Track usage over the die:
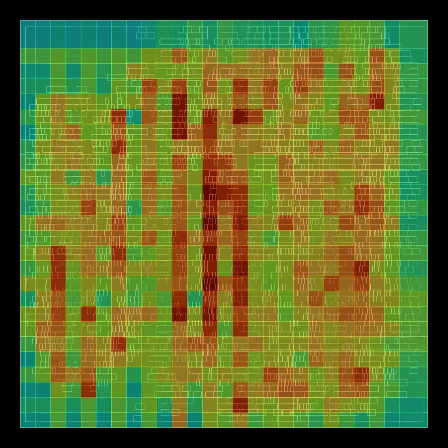
The metal 1 layer:
Drawn at 2 px/um.
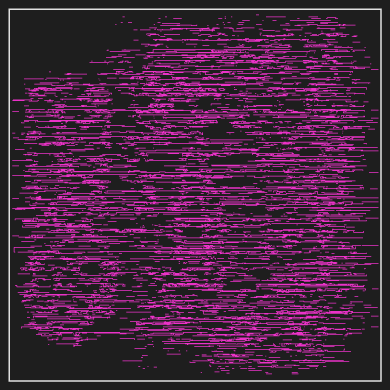
File: src/rtl/ts_pkg.sv
// ts_pkg: shared constants for the Mic4 temperature sensor blocks
package ts_pkg;
  localparam int TS_COUNT_W = 32;
  localparam int TS_TIMEOUT = 1000000;
  typedef enum logic [4:0] {
    IDLE       = 5'b00001,
    TRIG       = 5'b00010,
    WAIT_VALID = 5'b00100,
    GAP        = 5'b01000,
    FINISH     = 5'b10000
  } state_e;
endpackage

File: src/rtl/ts_stats_accum.sv
// ts_stats_accum: running sum, extremes and sample count for one burst
module ts_stats_accum #(
  parameter int W = 32,
  parameter int L = 3
) (
  input  logic         clk_100MHz,
  input  logic         RESET,
  input  logic         clr,
  input  logic         load,
  input  logic [W-1:0] din,
  output logic [W-1:0] avg,
  output logic [W-1:0] min_acc,
  output logic [W-1:0] max_acc,
  output logic         full
);
  logic [W+L-1:0] sum_q, sum_d;
  logic [W-1:0] min_q, min_d, max_q, max_d;
  logic [L:0] n_q, n_d;
  always_comb begin
    sum_d = clr ? '0 : load ? sum_q + {{L{1'b0}}, din} : sum_q;
    min_d = clr ? '1 : (load && din < min_q) ? din : min_q;
    max_d = clr ? '0 : (load && din > max_q) ? din : max_q;
    n_d   = clr ? '0 : load ? n_q + 1'b1 : n_q;
  end
  always_ff @(posedge clk_100MHz or posedge RESET) begin
    if (RESET) begin
      sum_q <= '0;
      min_q <= '1;
      max_q <= '0;
      n_q   <= '0;
    end else begin
      sum_q <= sum_d;
      min_q <= min_d;
      max_q <= max_d;
      n_q   <= n_d;
    end
  end
  assign avg     = sum_q[W+L-1:L];
  assign min_acc = min_q;
  assign max_acc = max_q;
  // full means the next load completes the burst
  assign full    = n_q == {1'b0, {L{1'b1}}};
endmodule

File: src/rtl/ts_sample_scheduler.sv
// ts_sample_scheduler: triggers the sensor stage and reduces a burst of samples
// to mean/min/max, with a no-answer timeout.
module ts_sample_scheduler
  import ts_pkg::*;
#(
  parameter int TS_COUNT_WIDTH = TS_COUNT_W,
  parameter int AVG_LOG2       = 3,
  parameter int INTERVAL_WIDTH = 16,
  parameter int TIMEOUT        = TS_TIMEOUT
) (
  input  logic                      clk_100MHz,
  input  logic                      RESET,
  input  logic                      start,
  input  logic                      continuous,
  input  logic [INTERVAL_WIDTH-1:0] interval,
  output logic                      pulse_in,
  input  logic [TS_COUNT_WIDTH-1:0] pulse_length,
  input  logic                      valid,
  output logic [TS_COUNT_WIDTH-1:0] avg_out,
  output logic [TS_COUNT_WIDTH-1:0] min_out,
  output logic [TS_COUNT_WIDTH-1:0] max_out,
  output logic                      done,
  output logic                      busy,
  output logic                      timeout_err
);
  localparam int TW = $clog2(TIMEOUT);
  state_e state_q, state_d;
  logic [TW-1:0] tmo_q, tmo_d;
  logic [INTERVAL_WIDTH-1:0] gap_q, gap_d, ival_q, ival_d;
  logic aborted_q, aborted_d, done_q, done_d, terr_q, terr_d;
  logic [TS_COUNT_WIDTH-1:0] avg_q, avg_d, min_q, min_d, max_q, max_d;
  logic [TS_COUNT_WIDTH-1:0] acc_avg, acc_min, acc_max;
  logic clr, load, full, tmo_hit, gap_exit;
  ts_stats_accum #(.W(TS_COUNT_WIDTH), .L(AVG_LOG2)) u_acc (
    .clk_100MHz(clk_100MHz),
    .RESET     (RESET),
    .clr       (clr),
    .load      (load),
    .din       (pulse_length),
    .avg       (acc_avg),
    .min_acc   (acc_min),
    .max_acc   (acc_max),
    .full      (full)
  );
  // Both exits compare the value the counter is about to take, so GAP lasts
  // max(interval,1) cycles and the timeout fires TIMEOUT+1 cycles after trigger.
  assign tmo_hit  = 32'(tmo_q) + 1 >= TIMEOUT - 1;
  assign gap_exit = {1'b0, gap_q} + 1'b1 >= {1'b0, ival_q};
  always_comb begin
    state_d   = state_q;
    tmo_d     = tmo_q;
    gap_d     = gap_q;
    ival_d    = ival_q;
    aborted_d = aborted_q;
    done_d    = 1'b0;
    terr_d    = terr_q;
    avg_d     = avg_q;
    min_d     = min_q;
    max_d     = max_q;
    clr       = 1'b0;
    load      = 1'b0;
    case (state_q)
      IDLE: if (start) begin
        state_d   = TRIG;
        clr       = 1'b1;
        terr_d    = 1'b0;
        aborted_d = 1'b0;
      end
      TRIG: begin
        state_d = WAIT_VALID;
        tmo_d   = '0;
      end
      WAIT_VALID: if (valid) begin
        load    = 1'b1;
        state_d = full ? FINISH : GAP;
        gap_d   = '0;
        ival_d  = interval;
      end else begin
        tmo_d = &tmo_q ? tmo_q : tmo_q + 1'b1;
        if (tmo_hit) begin
          aborted_d = 1'b1;
          state_d   = FINISH;
        end
      end
      GAP: begin
        gap_d   = gap_q + 1'b1;
        state_d = gap_exit ? TRIG : GAP;
      end
      FINISH: begin
        done_d  = 1'b1;
        terr_d  = terr_q | aborted_q;
        avg_d   = aborted_q ? avg_q : acc_avg;
        min_d   = aborted_q ? min_q : acc_min;
        max_d   = aborted_q ? max_q : acc_max;
        clr     = continuous && !aborted_q;
        state_d = (continuous && !aborted_q) ? TRIG : IDLE;
      end
      default: state_d = IDLE;
    endcase
  end
  always_ff @(posedge clk_100MHz or posedge RESET) begin
    if (RESET) begin
      state_q   <= IDLE;
      tmo_q     <= '0;
      gap_q     <= '0;
      ival_q    <= '0;
      aborted_q <= 1'b0;
      done_q    <= 1'b0;
      terr_q    <= 1'b0;
      avg_q     <= '0;
      min_q     <= '0;
      max_q     <= '0;
    end else begin
      state_q   <= state_d;
      tmo_q     <= tmo_d;
      gap_q     <= gap_d;
      ival_q    <= ival_d;
      aborted_q <= aborted_d;
      done_q    <= done_d;
      terr_q    <= terr_d;
      avg_q     <= avg_d;
      min_q     <= min_d;
      max_q     <= max_d;
    end
  end
  assign pulse_in    = state_q[1];
  assign busy        = !state_q[0];
  assign done        = done_q;
  assign timeout_err = terr_q;
  assign avg_out     = avg_q;
  assign min_out     = min_q;
  assign max_out     = max_q;
endmodule

File: config.mk
export PLATFORM = sky130hd
export DESIGN_NAME = ts_sample_scheduler
export DESIGN_NICKNAME = d
export VERILOG_FILES = /design/src/rtl/ts_pkg.sv /design/src/rtl/ts_stats_accum.sv /design/src/rtl/ts_sample_scheduler.sv
export SDC_FILE = /design/constraint.sdc
export NUM_CORES = 1
export LEC_CHECK = 0
export ABC_AREA = 1
export CAP_MARGIN = 10
export CORE_MARGIN = 2
export CORE_UTILIZATION = 45
export CTS_CLUSTER_DIAMETER = 120
export DETAILED_ROUTE_END_ITERATION = 16
export GPL_TIMING_DRIVEN = 0
export PLACE_DENSITY = 0.66
export SETUP_SLACK_MARGIN = 0.4
export SYNTH_ARGS = -nofsm -noshare
export SYNTH_HDL_FRONTEND = slang
export SYNTH_SLANG_ARGS = --single-unit
File: constraint.sdc
create_clock -name clk_100MHz -period 9.7 [get_ports clk_100MHz]
set_input_delay 0.97 -clock clk_100MHz [delete_from_list [all_inputs] [get_ports clk_100MHz]]
set_output_delay 0.97 -clock clk_100MHz [all_outputs]
set_load 0.01 [all_outputs]
==> Implementation_results.wiki <==
=== Physical design figures ===
{| class="wikitable"
! Metric !! Value
|-
| Outcome || finished, final reports clean
|-
| Main logic family || simple AND/OR/NAND/NOR gates
|-
| Number of fill cells in the layout || 3040
|-
| Area of the multi-input gates || 7140 um^2
|-
| Count of nets after finishing || 2193
|-
| Antenna violations before repair || 0
|-
| Fp_density || 45.5%
|-
| Post-synth cell types || 48
|-
| Source-to-sink clock delay at the later pin of the worst-skew pair || 560 ps
|-
| Register share after synthesis || 44.2%
|-
| Startpoint of the tightest hold check path || u_acc.n_q[3]
|-
| Kind of critical path || input pin to flop
|-
| Pleak || 8.43 nW
|-
| Peak fanout along the critical path || 5
|-
| Fraction of registers with async set/reset || 100%
|-
| Area of the mapped netlist || 14800 um^2
|-
| Slowest cell delay on critical path || 560 ps
|-
| Max Root-Sink Buffers || 3
|-
| Post-CTS resize count || 0
|-
| RD Place Congestion || 0.941
|-
| Core Area || 32500 um^2
|-
| FF/Latch Area || 6520 um^2
|-
| Worst min-delay path endpoint || u_acc.n_q[3]
|-
| Pins Over Slew Limit || 0
|-
| Wire length of the first global-routing pass || 66300 um
|-
| Clock Root Buffer || clkbuf_16
|-
| MUX area fraction || 0.0678%
|-
| Cts bufs inserted || 30
|-
| Tcrit/Tclk final || 35.7%
|-
| F_max || 0.289 GHz
|-
| Average via count per standard cell || 5.19
|-
| Slack of the worst reg-to-reg path || 6550 ps
|-
| Residual antenna-violating net count after detailed routing || 0
|-
| Total negative setup slack || 0 ps
|-
| R2r worst-path depth || 18
|-
| Clock transition at the registers of the reported paths || 60 ps
|-
| I/O Pins || 153
|-
| Count of tool warnings || 27
|-
| PnR Total Power || 4.09 mW
|-
| Top delay family on crit path || AND-OR/OR-AND gates
|-
| Final number of hold-violating endpoints || 0
|-
| Hold/Removal Path Class || flop to flop
|-
| Syn-to-layout area delta || 21.7%
|-
| Post-synthesis share of cell area spent on and-or and or-and gates || 13.6%
|-
| Warnings, synthesis || 0
|-
| Overall chip area || 34300 um^2
|-
| YS chip area || 14800 um^2
|-
| Number of DRC violations after detailed routing || 0
|-
| Adder-Cell Fraction of Synth Area || 9.88%
|-
| Simple-gate portion of the synthesized area || 23.1%
|-
| Cells along the critical path || clkdlybuf4s50_1, ha_1, fa_1, nand3_1, nand2_1, a21oi_1, o21ai_1, a21oi_1, o21ai_1, nand2_1, nand3_1, nand3_1, nand2_1
|-
| Largest net degree at the start of global routing || 99
|-
| Critical-path top delay cell || clkdlybuf4s50_1
|-
| Iteration-0 DRC count of the detailed router || 873
|-
| Flip-flop cell with the highest count after synthesis || dfrtp_1
|-
| Antenna diode count || 0
|-
| Most common logic cell in the routed design || nand2_1
|-
| Share of final-layout standard cells stronger than drive strength 1 || 8.84%
|-
| Startpoint of the most critical register-to-register path || gap_q[0]
|-
| Buffer count from post-CTS setup fixing || 0
|-
| Pre-antenna DRT Iters || 6
|-
| Top cells excl fill/tap || nand2_1 (451), dfrtp_1 (226), inv_1 (218)
|-
| Avg Synthesized Cell Area || 8.04 um^2
|-
| Number of maximum-capacitance constraint violations || 0
|-
| Final std cells w/o fill || 2490
|-
| Bufs and invs on worst path || 1
|-
| GR Overflow Total || 0
|-
| Number of rows created at floorplan || 66
|-
| Number of cells in the design after placement || 2434
|-
| Clk sinks || 259
|-
| TritonCTS clock tree || yes
|-
| Power Dens Cells || 228 nW/um^2
|-
| Final Skew || 14.9 ps
|-
| RSZ-0062 raised after global routing || no
|-
| Number of flops mapped to enable cells by yosys || 0
|-
| WHS Path Cells || 1
|-
| Vias in the first global route || 12700
|-
| Horizontal die size || 185 um
|-
| XOR Share, Synth || 1.63%
|-
| Arrival time at the worst endpoint || 3920 ps
|-
| Vertical die size || 185 um
|-
| Worst VDD drop || 145 uV
|-
| Element type at the critical path end || flop
|-
| Min Hold Slack || 458 ps
|-
| Final critical-path required period || 3460 ps
|-
| Transition time at the pin with the least slew margin || 823 ps
|-
| Count of instantiated cells in the yosys netlist || 1838
|-
| Endpoints failing setup || 0
|-
| Number of buffers added on ports || 152
|-
| Reg-to-reg critical path endpoint || state_q[1]
|-
| Estimated wirelength of the detail-placed design || 31400 um
|-
| Share of the core filled with cells || 55.4%
|-
| Post-synth net total || 2007
|-
| Gate Count Post-Synth || 1838
|-
| Critical Path Source Type || input pin
|-
| Data required time of the critical path || 10150 ps
|-
| CTS H-tree lvls || 1
|-
| Post-synth regs || 259
|-
| Hold bufs inserted after CTS || 0
|-
| Relative max-transition margin || 45.1%
|}
Notes on 'track usage over the die' above:
WL/cell: 16.4 um
most congested layer reported by global routing: met2
met3 global-route usage: 2.69%
global-route met2 utilization: 41.7%
total global-route track usage: 24.3%

Notes on 'the metal 1 layer' above:
nets with wire on the layer = 2040
longest straight run = 58.0 um
share of all routed wire = 46%
GRT met1 Usage: 32.8%
overall via count from detail_route: 12900
post-detailed-routing wire length: 40900 um

==> worst reg2reg max path: cells and delay by family, from the launching register on <==
family                   cells  cell delay (ps)
AND-OR/OR-AND                2              360
XOR/XNOR                     1              210
buffers and inverters        2              160
flip-flops                   1              420
AND/OR/NAND/NOR             11             1360
adder cells (fa/ha/maj)      2              520
==> area by class of cell <==
| type | count | area share, % |
|---|---|---|
| inverters | 224 | 4.72 |
| clock buffers | 35 | 4.56 |
| plain buffers | 56 | 1.51 |
| well taps | 442 | 3.08 |
| repair buffers | 154 | 8.77 |
| flip-flops and latches | 259 | 36.3 |
| multi-input cells | 1299 | 39.7 |
| clock inverters | 21 | 1.40 |
==> report_power, final <==
group / internal, mW / switching [mW] / leakage [nW]
Sequential: 1.35 / 0.128 / 3.41
Combinational: 0.547 / 0.852 / 4.49
Clock: 0.738 / 0.482 / 0.524
==> registers in the layout (all words and copies together) (netlist names) <==
| name | flops |
|---|---|
| u_acc.sum_q | 35 |
| avg_out | 32 |
| max_out | 32 |
| min_out | 32 |
| u_acc.max_acc | 32 |
| u_acc.min_acc | 32 |
| tmo_q | 20 |
| gap_q | 16 |
| ival_q | 16 |
| state_q | 5 |
| u_acc.n_q | 4 |
| aborted_q | 1 |
| done | 1 |
| timeout_err | 1 |
==> kinds of logic (layout without fill, tap and decap cells) <==
group,after synthesis,in the layout
compound gates,375,375
xor+xnor,25,25
fa+ha+maj,116,116
buf+inv,280,490
flops,259,259
mux,1,1
simple gates,782,782
==> layer usage <==
layer	track usage [%]	vias to the layer above	part of all wire, %
met5	0	-	0
met2	41.7	306	47
met4	6.41	0	2.7
met3	2.69	68	4.4
met1	32.8	6085	46
li1	-	6456	-
==> cell usage after synthesis (7+ instances only) <==
cell	count	area, um^2
nor4_1	7	43.8
dfrtp_1	226	5660
dfstp_2	33	867
nand2_2	8	50.1
ha_1	115	1440
clkbuf_1	25	93.8
o22ai_1	28	175
nor2_4	7	78.8
xor2_1	18	158
nor2_1	110	413
or2_2	23	144
a21oi_1	91	455
nor3_1	15	75.1
nand3_1	118	591
nand4_1	24	150
nand2_1	451	1690
o21ai_1	15	75.1
inv_1	219	822
buf_2	22	110
o21ai_0	207	1040
==> per-stage QoR <==
| step | cell area [um^2] | setup slack (ps) |
|---|---|---|
| detailed placement | 16900 | 5630 |
| floorplan | 14800 | 1660 |
| global route | 18000 | 6010 |
| finish | 18000 | 6240 |
| global placement | 16800 | -1800 |
| CTS | 18000 | 6200 |
==> worst max-delay path by stage <==
stage | slack (ps) | depth (start not counted) | to | start
floorplan | 1660 | 1 | aborted_q | RESET
global placement | -1800 | 2 | max_out[24] | RESET
global route | 6010 | 13 | u_acc.sum_q[30] | pulse_length[0]
finish | 6240 | 13 | u_acc.sum_q[30] | pulse_length[0]
CTS | 6200 | 13 | u_acc.sum_q[30] | pulse_length[0]
detailed placement | 5630 | 13 | u_acc.sum_q[30] | pulse_length[0]
Power and IR drop assume default switching activity.
